==> src/rtl/knight_seq_ctrl.sv <==
// knight_seq_ctrl
// ----------------------------------------------------------------------------
// Run controller for the knight-flasher LED scanner. It owns the step-rate
// prescaler, start/stop sequencing and sweep direction, and drives a one-hot
// LED bus that bounces 0 -> 7 -> 0 while a run is active.
//
// Optional feature macro: KNIGHT_PAUSE_EN
//   When defined, the scanner dwells PAUSE_STEPS extra ticks at each end of
//   the sweep (states PAUSE_HI / PAUSE_LO). When undefined, reversal is
//   immediate and no pause logic is built.
//
// Parameters:
//   DIV_W        width of the prescaler divisor and counter
//   DEFAULT_DIV  divisor loaded at reset (tick period is DIV+1 cycles)
//   PAUSE_STEPS  extra ticks held at each end (>= 1, used with the macro only)
//
// Ports:
//   ck          clock, all state changes on its rising edge
//   res         synchronous active-high reset
//   start       level, requests a run (cancels a pending stop while busy)
//   stop        level, requests a stop at the end of the current sweep
//   div_we      loads div_in into the divisor and restarts the prescaler
//   div_in      new divisor value
//   out         one-hot LED drive, 1 << pos while busy, else 0
//   pos         current lit position
//   dir         0 = ascending, 1 = descending
//   busy        high in every state except IDLE
//   step        one-cycle pulse aligned with each position / pause advance
//   sweep_done  one-cycle pulse when pos returns to 0
// ----------------------------------------------------------------------------
module knight_seq_ctrl #(
    parameter int unsigned DIV_W       = 16,
    parameter int unsigned DEFAULT_DIV = 3,
    parameter int unsigned PAUSE_STEPS = 2
) (
    input  logic             ck,
    input  logic             res,
    input  logic             start,
    input  logic             stop,
    input  logic             div_we,
    input  logic [DIV_W-1:0] div_in,
    output logic [7:0]       out,
    output logic [2:0]       pos,
    output logic             dir,
    output logic             busy,
    output logic             step,
    output logic             sweep_done
);

`ifdef KNIGHT_PAUSE_EN
    typedef enum logic [2:0] {
        IDLE,
        RUN_UP,
        RUN_DN,
        PAUSE_HI,
        PAUSE_LO
    } state_t;

    localparam int unsigned PCNT_W = (PAUSE_STEPS > 1) ? $clog2(PAUSE_STEPS) : 1;
    localparam logic [PCNT_W-1:0] PCNT_LAST = PCNT_W'(PAUSE_STEPS - 1);
`else
    typedef enum logic [1:0] {
        IDLE,
        RUN_UP,
        RUN_DN
    } state_t;
`endif

    // A zero dwell length would make the pause states meaningless, so it is
    // rejected when the design is elaborated.
    if (PAUSE_STEPS == 0) begin : g_pause_steps_check
        $error("knight_seq_ctrl: PAUSE_STEPS must be at least 1");
    end

    state_t           state_q, state_d;
    logic [DIV_W-1:0] cnt_q, cnt_d;
    logic [DIV_W-1:0] div_q, div_d;
    logic [2:0]       pos_q, pos_d;
    logic             dir_q, dir_d;
    logic             busy_q, busy_d;
    logic [7:0]       out_q, out_d;
    logic             step_q, step_d;
    logic             done_q, done_d;
    logic             stop_pend_q, stop_pend_d;
    logic             tick;
`ifdef KNIGHT_PAUSE_EN
    logic [PCNT_W-1:0] pcnt_q, pcnt_d;
`endif

    // Next-state logic. The prescaler only counts while busy; a divisor write
    // restarts counting from zero and suppresses any tick on that same edge,
    // so the next step always lands DIV_new+1 cycles after the write. Output
    // values are computed from the next state so that every output port comes
    // straight from a register and stays aligned with the new position.
    always_comb begin
        state_d     = state_q;
        cnt_d       = cnt_q;
        div_d       = div_q;
        pos_d       = pos_q;
        dir_d       = dir_q;
        stop_pend_d = stop_pend_q;
        done_d      = 1'b0;
`ifdef KNIGHT_PAUSE_EN
        pcnt_d      = pcnt_q;
`endif

        tick   = busy_q && !div_we && (cnt_q == div_q);
        step_d = tick;

        if (busy_q) begin
            cnt_d = tick ? '0 : cnt_q + DIV_W'(1);
            if (stop) begin
                stop_pend_d = 1'b1;
            end else if (start) begin
                stop_pend_d = 1'b0;
            end
        end

        if (div_we) begin
            div_d = div_in;
            cnt_d = '0;
        end

        case (state_q)
            IDLE: begin
                if (start && !stop) begin
                    state_d = RUN_UP;
                    pos_d   = 3'd0;
                    dir_d   = 1'b0;
                    cnt_d   = '0;
                end
            end

            RUN_UP: begin
                if (tick) begin
                    pos_d = pos_q + 3'd1;
                    if (pos_q == 3'd6) begin
`ifdef KNIGHT_PAUSE_EN
                        state_d = PAUSE_HI;
`else
                        state_d = RUN_DN;
                        dir_d   = 1'b1;
`endif
                    end
                end
            end

            RUN_DN: begin
                if (tick) begin
                    pos_d = pos_q - 3'd1;
                    if (pos_q == 3'd1) begin
                        done_d = 1'b1;
                        if (stop_pend_q) begin
                            state_d     = IDLE;
                            stop_pend_d = 1'b0;
                        end else begin
`ifdef KNIGHT_PAUSE_EN
                            state_d = PAUSE_LO;
`else
                            state_d = RUN_UP;
                            dir_d   = 1'b0;
`endif
                        end
                    end
                end
            end

`ifdef KNIGHT_PAUSE_EN
            PAUSE_HI: begin
                if (tick) begin
                    if (pcnt_q == PCNT_LAST) begin
                        pcnt_d  = '0;
                        state_d = RUN_DN;
                        dir_d   = 1'b1;
                    end else begin
                        pcnt_d = pcnt_q + PCNT_W'(1);
                    end
                end
            end

            PAUSE_LO: begin
                if (tick) begin
                    if (pcnt_q == PCNT_LAST) begin
                        pcnt_d  = '0;
                        state_d = RUN_UP;
                        dir_d   = 1'b0;
                    end else begin
                        pcnt_d = pcnt_q + PCNT_W'(1);
                    end
                end
            end
`endif

            default: begin
                state_d = IDLE;
            end
        endcase

        busy_d = (state_d != IDLE);
        out_d  = busy_d ? (8'd1 << pos_d) : 8'd0;
    end

    // State and output registers; reset aborts any run on the next edge.
    always_ff @(posedge ck) begin
        if (res) begin
            state_q     <= IDLE;
            cnt_q       <= '0;
            div_q       <= DIV_W'(DEFAULT_DIV);
            pos_q       <= 3'd0;
            dir_q       <= 1'b0;
            busy_q      <= 1'b0;
            out_q       <= 8'd0;
            step_q      <= 1'b0;
            done_q      <= 1'b0;
            stop_pend_q <= 1'b0;
`ifdef KNIGHT_PAUSE_EN
            pcnt_q      <= '0;
`endif
        end else begin
            state_q     <= state_d;
            cnt_q       <= cnt_d;
            div_q       <= div_d;
            pos_q       <= pos_d;
            dir_q       <= dir_d;
            busy_q      <= busy_d;
            out_q       <= out_d;
            step_q      <= step_d;
            done_q      <= done_d;
            stop_pend_q <= stop_pend_d;
`ifdef KNIGHT_PAUSE_EN
            pcnt_q      <= pcnt_d;
`endif
        end
    end

    assign out        = out_q;
    assign pos        = pos_q;
    assign dir        = dir_q;
    assign busy       = busy_q;
    assign step       = step_q;
    assign sweep_done = done_q;

endmodule

==> config.mk <==
export PLATFORM = sky130hd
export DESIGN_NAME = knight_seq_ctrl
export DESIGN_NICKNAME = d
export VERILOG_FILES = /design/src/rtl/knight_seq_ctrl.sv
export SDC_FILE = /design/constraint.sdc
export NUM_CORES = 1
export LEC_CHECK = 0
export ABC_CLOCK_PERIOD_IN_PS = 4500
export CAP_MARGIN = 20
export CORE_MARGIN = 4
export CORE_UTILIZATION = 47
export CTS_CLUSTER_SIZE = 16
export DETAILED_ROUTE_END_ITERATION = 12
export HOLD_SLACK_MARGIN = 0.15
export PLACE_DENSITY = 0.73
export SYNTH_ARGS = -nofsm -noshare
export SYNTH_HDL_FRONTEND = slang
export SYNTH_SLANG_ARGS = --single-unit
==> constraint.sdc <==
create_clock -name ck -period 4.5 [get_ports ck]
set_input_delay 1.35 -clock ck [delete_from_list [all_inputs] [get_ports ck]]
set_output_delay 1.35 -clock ck [all_outputs]
set_load 0.005 [all_outputs]
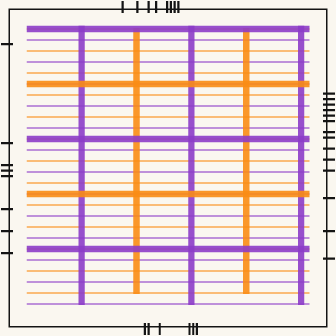
**Above:** run 1 (power grid).
Pins as bars on the die edge.
Key: VDD = orange; VSS = purple
5 straps on met4. 36 signal pins sit on the boundary. 26 met1 rails follow the rows.

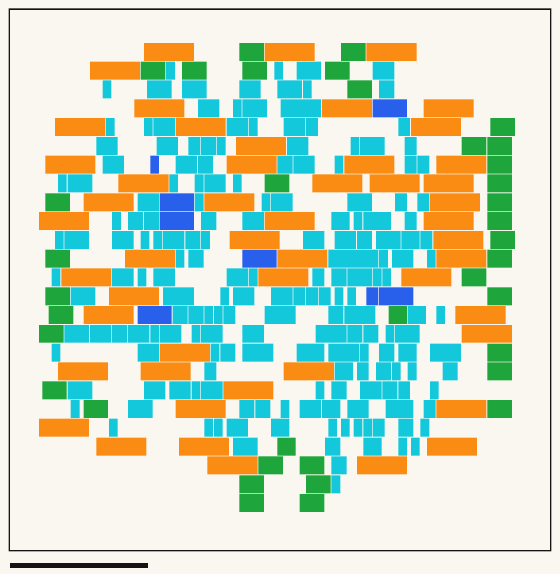
**Above:** run 1 (placement by cell class).
Scale bar: 20 um.
Key: combinational and other logic = cyan [cells 185]; remaining buffers and delay cells = green [cells 37]; clock drivers and dummy loads = blue [cells 8]; sequential cells = orange [cells 50]

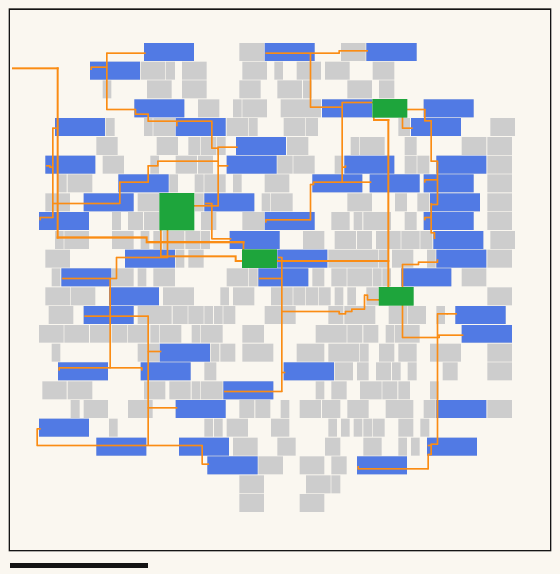
**Above:** run 1 (clock wires, drivers and flops).
Scale bar: 20 um.
Key: clock wires = orange [length 579 um]; flip-flops = blue [count 50]; clock drivers = green [count 5]
There are 6 routed clock nets.

==> results_dict.tcl, run 1 <==
# flow metrics
set metrics [dict create \
    synth_area_sq_um 2310 \
    antenna_found_initial 0 \
    total_power_uw 805 \
    port_buffers 35 \
    timing.critical_path.required_ps 4720 \
    max_clock_freq_mhz 331 \
    route.vias.total 1793 \
    placed_cells_incl_taps 339 \
    pg_clk_uw 267 \
    drt_drc_violations_left 0 \
    run_status "finished clean" \
    synth.ff_latch_count 50 \
    critical-path-top-delay-family "simple AND/OR/NAND/NOR gates" \
    final_gp_congestion 0.788 \
    topCellsByArea "dfxtp_1 (43%), xnor2_1 (7.2%), nor2_1 (7.0%)" \
    detailroute.wirelength.met3_um 171 \
    layout.cell_area.non_filler_sq_um 2780 \
    nature_of_the_critical_path_endpoint "flop" \
    flip_flops_with_a_built_in_enable 0 \
    max_stage_delay_ps 410 \
    tightest_slew_ps 518 \
    grt_overflow 0 \
]
==> run 1: worst paths after layout <==
check             startpoint   endpoint
setup reg to reg    cnt_q[0]     out[3]
hold / removal     div_q[15]  div_q[15]
setup / recovery      div_we     out[3]
hold reg to reg    div_q[15]  div_q[15]
==> run 1: final cells by class <==
class | count | area (sq um)
clock inverter | 1 | 5.00
fill | 445 | 1980
tap | 67 | 83.8
clock buffer | 7 | 86.3
timing repair buffer | 37 | 365
multi-input combinational | 180 | 1210
inverter | 5 | 18.8
sequential | 50 | 1000
==> run 1: kinds of logic after synthesis <==
kind of cell    count (synthesis)  synth area share
mux                            16            0.0693
xor+xnor                       32             0.124
buf+inv                        16            0.0417
compound gates                 26            0.0904
fa+ha+maj                       5            0.0271
flops                          50             0.433
simple gates                  101             0.214
**Run 1: clock nets**

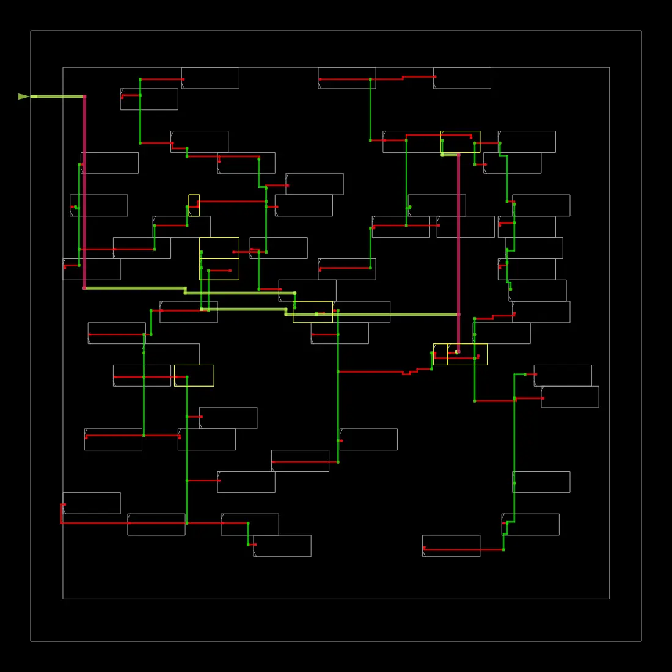

==> run 1 -> run 2 <==
--- a/config.mk
+++ b/config.mk
@@ -5,7 +5,7 @@
 export SDC_FILE = /design/constraint.sdc
 export NUM_CORES = 1
 export LEC_CHECK = 0
-export ABC_CLOCK_PERIOD_IN_PS = 4500
+export ABC_CLOCK_PERIOD_IN_PS = 3100
 export CAP_MARGIN = 20
 export CORE_MARGIN = 4
 export CORE_UTILIZATION = 47
==> constraint.sdc (replaced) <==
create_clock -name ck -period 3.1 [get_ports ck]
set_input_delay 0.93 -clock ck [delete_from_list [all_inputs] [get_ports ck]]
set_output_delay 0.93 -clock ck [all_outputs]
set_load 0.005 [all_outputs]
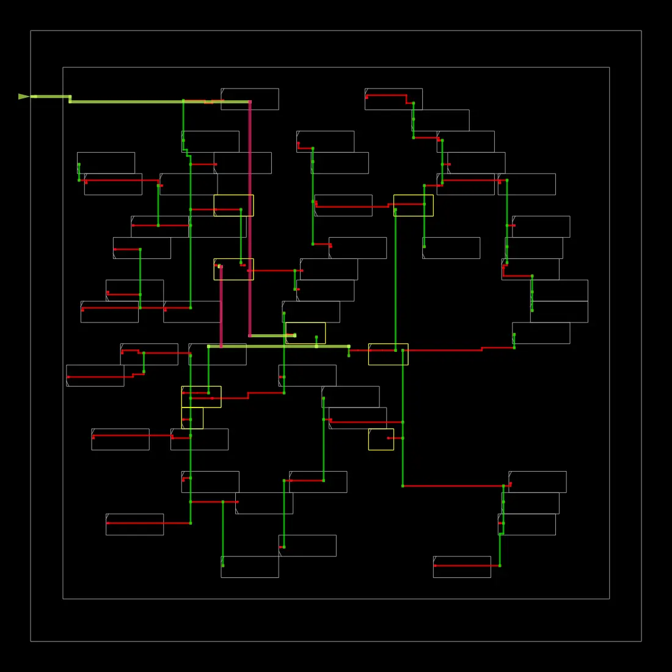
**Above:** run 2 (clock nets).
clk sinks: 50
worst-skew pair later-pin latency: 300 ps
worst setup skew after layout: 5.20 ps
clk_buf instances: 6

==> results_dict.tcl, run 2 <==
# flow metrics
set metrics [dict create \
    dr.max_layer_used "met4" \
    max_stage_delay_ps 410 \
    cp-endpoint "out[3]" \
    drt_first_pass_iters 4 \
    detail_route.wirelength.met1_um 2050 \
    critical-path-top-delay-family "simple AND/OR/NAND/NOR gates" \
    hold_start "dir" \
    final.signal_inverter_count 5 \
    critPathLaunch "div_we" \
    max_clock_freq_mhz 389 \
    topCellsByArea "dfxtp_1 (43%), xnor2_1 (7.2%), nor2_1 (7.0%)" \
    detailroute.wirelength.met3_um 183 \
    synth.ff_latch_count 50 \
    port_buffers 35 \
    drt_drc_violations_left 0 \
    antenna_found_initial 0 \
    tightest_slew_ps 406 \
    layout.cell_area.non_filler_sq_um 2800 \
    area_dominant_class "combinational gates" \
    placed_cells_incl_taps 341 \
    area.share.combinational 0.434 \
    r2r_start "cnt_q[0]" \
    worst-path-max-fanout 13 \
    final_gp_congestion 0.817 \
    timing.critical_path.required_ps 3320 \
    nFlopsAndLatches 50 \
    final-comb-area_sq_um 1210 \
    total_power_mw 1.18 \
    r2r-end "out[3]" \
    via_count_of_the_first_global_routing_pass 1698 \
    crit_path_frequent_cell "nand3b_1" \
    nature_of_the_critical_path_endpoint "flop" \
    clock_tree_area_fraction 0.0353 \
    tap_cells 67 \
    post_synth_most_frequent_cells "dfxtp_1 (50), nor2_1 (43), xnor2_1 (19)" \
    buffer_area_frac 0.136 \
    fillCellCount 439 \
    flip_flops_with_a_built_in_enable 0 \
    synth_area_sq_um 2310 \
    run_status "finished clean" \
    rsz0062_at_grt "false" \
    sequential_cell_area_sq_um 1000 \
    static-leakage-power_nw 1.06 \
    area.share.sequential 0.358 \
    grt_overflow 0 \
    route.vias.total 1761 \
    min_to "dir" \
    non_clock_buffer_count 39 \
    num-multi-input-gates 180 \
    design.die.area_sq_um 6110 \
]
==> run 2: cell counts after synthesis <==
Identical to the previous run, type by type.
==> run 2: power by group <==
| part | internal [mW] | switching, mW |
|---|---|---|
| registers | 0.658 | 0.0162 |
| clock network | 0.184 | 0.217 |
| logic | 0.0613 | 0.0465 |
==> run 2: cells by family (layout without fill, tap and decap cells) <==
family / Yosys count / after routing / share of synthesized area
AOI/OAI and AO/OA: 26 / 26 / 0.0904
xor gates and xnor gates: 32 / 32 / 0.124
adders and majority gates: 5 / 5 / 0.0271
buffers and inverters: 16 / 52 / 0.0417
DFF: 50 / 50 / 0.433
muxes: 16 / 16 / 0.0693
and+or+nand+nor: 101 / 101 / 0.214
**Run 2: clock wires, drivers and flops**

Scale bar: 20 um.
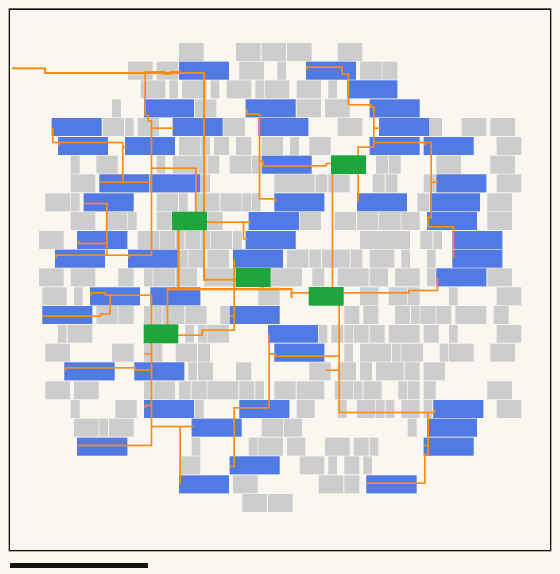

==> run 2 -> run 3 <==
--- a/config.mk
+++ b/config.mk
@@ -5,7 +5,7 @@
 export SDC_FILE = /design/constraint.sdc
 export NUM_CORES = 1
 export LEC_CHECK = 0
-export ABC_CLOCK_PERIOD_IN_PS = 3100
+export ABC_CLOCK_PERIOD_IN_PS = 2700
 export CAP_MARGIN = 20
 export CORE_MARGIN = 4
 export CORE_UTILIZATION = 47
==> constraint.sdc (replaced) <==
create_clock -name ck -period 2.7 [get_ports ck]
set_input_delay 0.81 -clock ck [delete_from_list [all_inputs] [get_ports ck]]
set_output_delay 0.81 -clock ck [all_outputs]
set_load 0.005 [all_outputs]
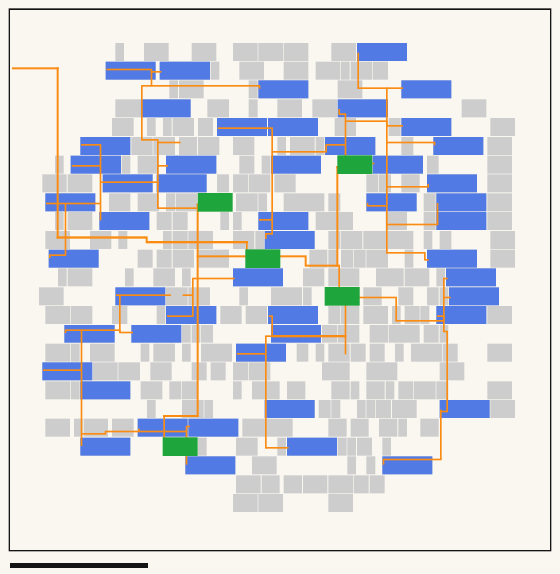
**Above:** run 3 (clock wires, drivers and flops).
Scale bar: 20 um.
Key: flip-flops = blue [count 50]; clock drivers = green [count 5]; clock wires = orange [length 571 um]
There are 6 routed clock nets.

==> results_dict.tcl, run 3 <==
# flow metrics
set metrics [dict create \
    total_power_mw 1.36 \
    topCellsByArea "dfxtp_1 (43%), xnor2_1 (7.2%), nor2_1 (7.0%)" \
    comb_power_share 0.095 \
    rsz0062_at_grt "false" \
    port_buffers 35 \
    design.die.area_sq_um 6110 \
    dominant_combinational_family "simple AND/OR/NAND/NOR gates" \
    area_dominant_class "combinational gates" \
    nFlopsAndLatches 50 \
    num-multi-input-gates 180 \
    final.signal_inverter_count 5 \
    pg_clk_uw 455 \
    pint_mw 1.02 \
    antenna_found_initial 0 \
    clock_power_share 0.335 \
    route.vias.total 1801 \
    synthAoiAreaFrac 0.0904 \
    tightest_slew_ps 450 \
    power-top-group "sequential cells" \
    drt_first_pass_iters 4 \
    buffer_area_frac 0.147 \
    tap_cells 67 \
    hold_start "dir" \
    r2r-end "out[2]" \
    layout.cell_area.non_filler_sq_um 2830 \
    drt_drc_violations_left 0 \
    worst-path-max-fanout 4 \
    flip_flops_with_a_built_in_enable 0 \
    nature_of_the_critical_path_endpoint "flop" \
    area.share.combinational 0.430 \
    run_status "finished clean" \
    min_to "dir" \
    p_sw_uw 342 \
    xor_share 0.124 \
    area.share.sequential 0.354 \
    critPathLaunch "div_we" \
    clock_sink_count 50 \
    non_clock_buffer_count 42 \
    r2r_start "cnt_q[0]" \
    timing.critical_path.required_ps 2890 \
    sequential_cell_area_sq_um 1000 \
    power_combinational_uw 129 \
    worst_skew_pair.late_latency_ps 310 \
    final-comb-area_sq_um 1210 \
]
==> run 3: cell counts after synthesis <==
No cell type changed its count.
==> run 3: routing by layer <==
metal,track usage,vias up,wire [um]
met1,0.200,821,2080
met4,0.0699,0,79
met3,0.0241,11,208
met5,0,-,0
li1,-,917,-
met2,0.265,52,2200
==> run 3: how the worst max path moves through the flow <==
stage | end | slack [ps] | cells past startpoint
finish | out[3] | 330 | 8
floorplan | out[5] | 570 | 7
CTS | out[2] | 310 | 8
global placement | out[3] | 20 | 8
global route | out[6] | 140 | 7
detailed placement | out[2] | -20 | 8
==> run 3: critical path: stages <==
cell,delay (ps)
clkdlybuf4s50_1,410
nand3b_1,190
nor4_2,280
buf_4,160
nand3_1,80
xor2_1,180
o221ai_1,360
nor3_1,90
Power and IR drop assume default switching activity.
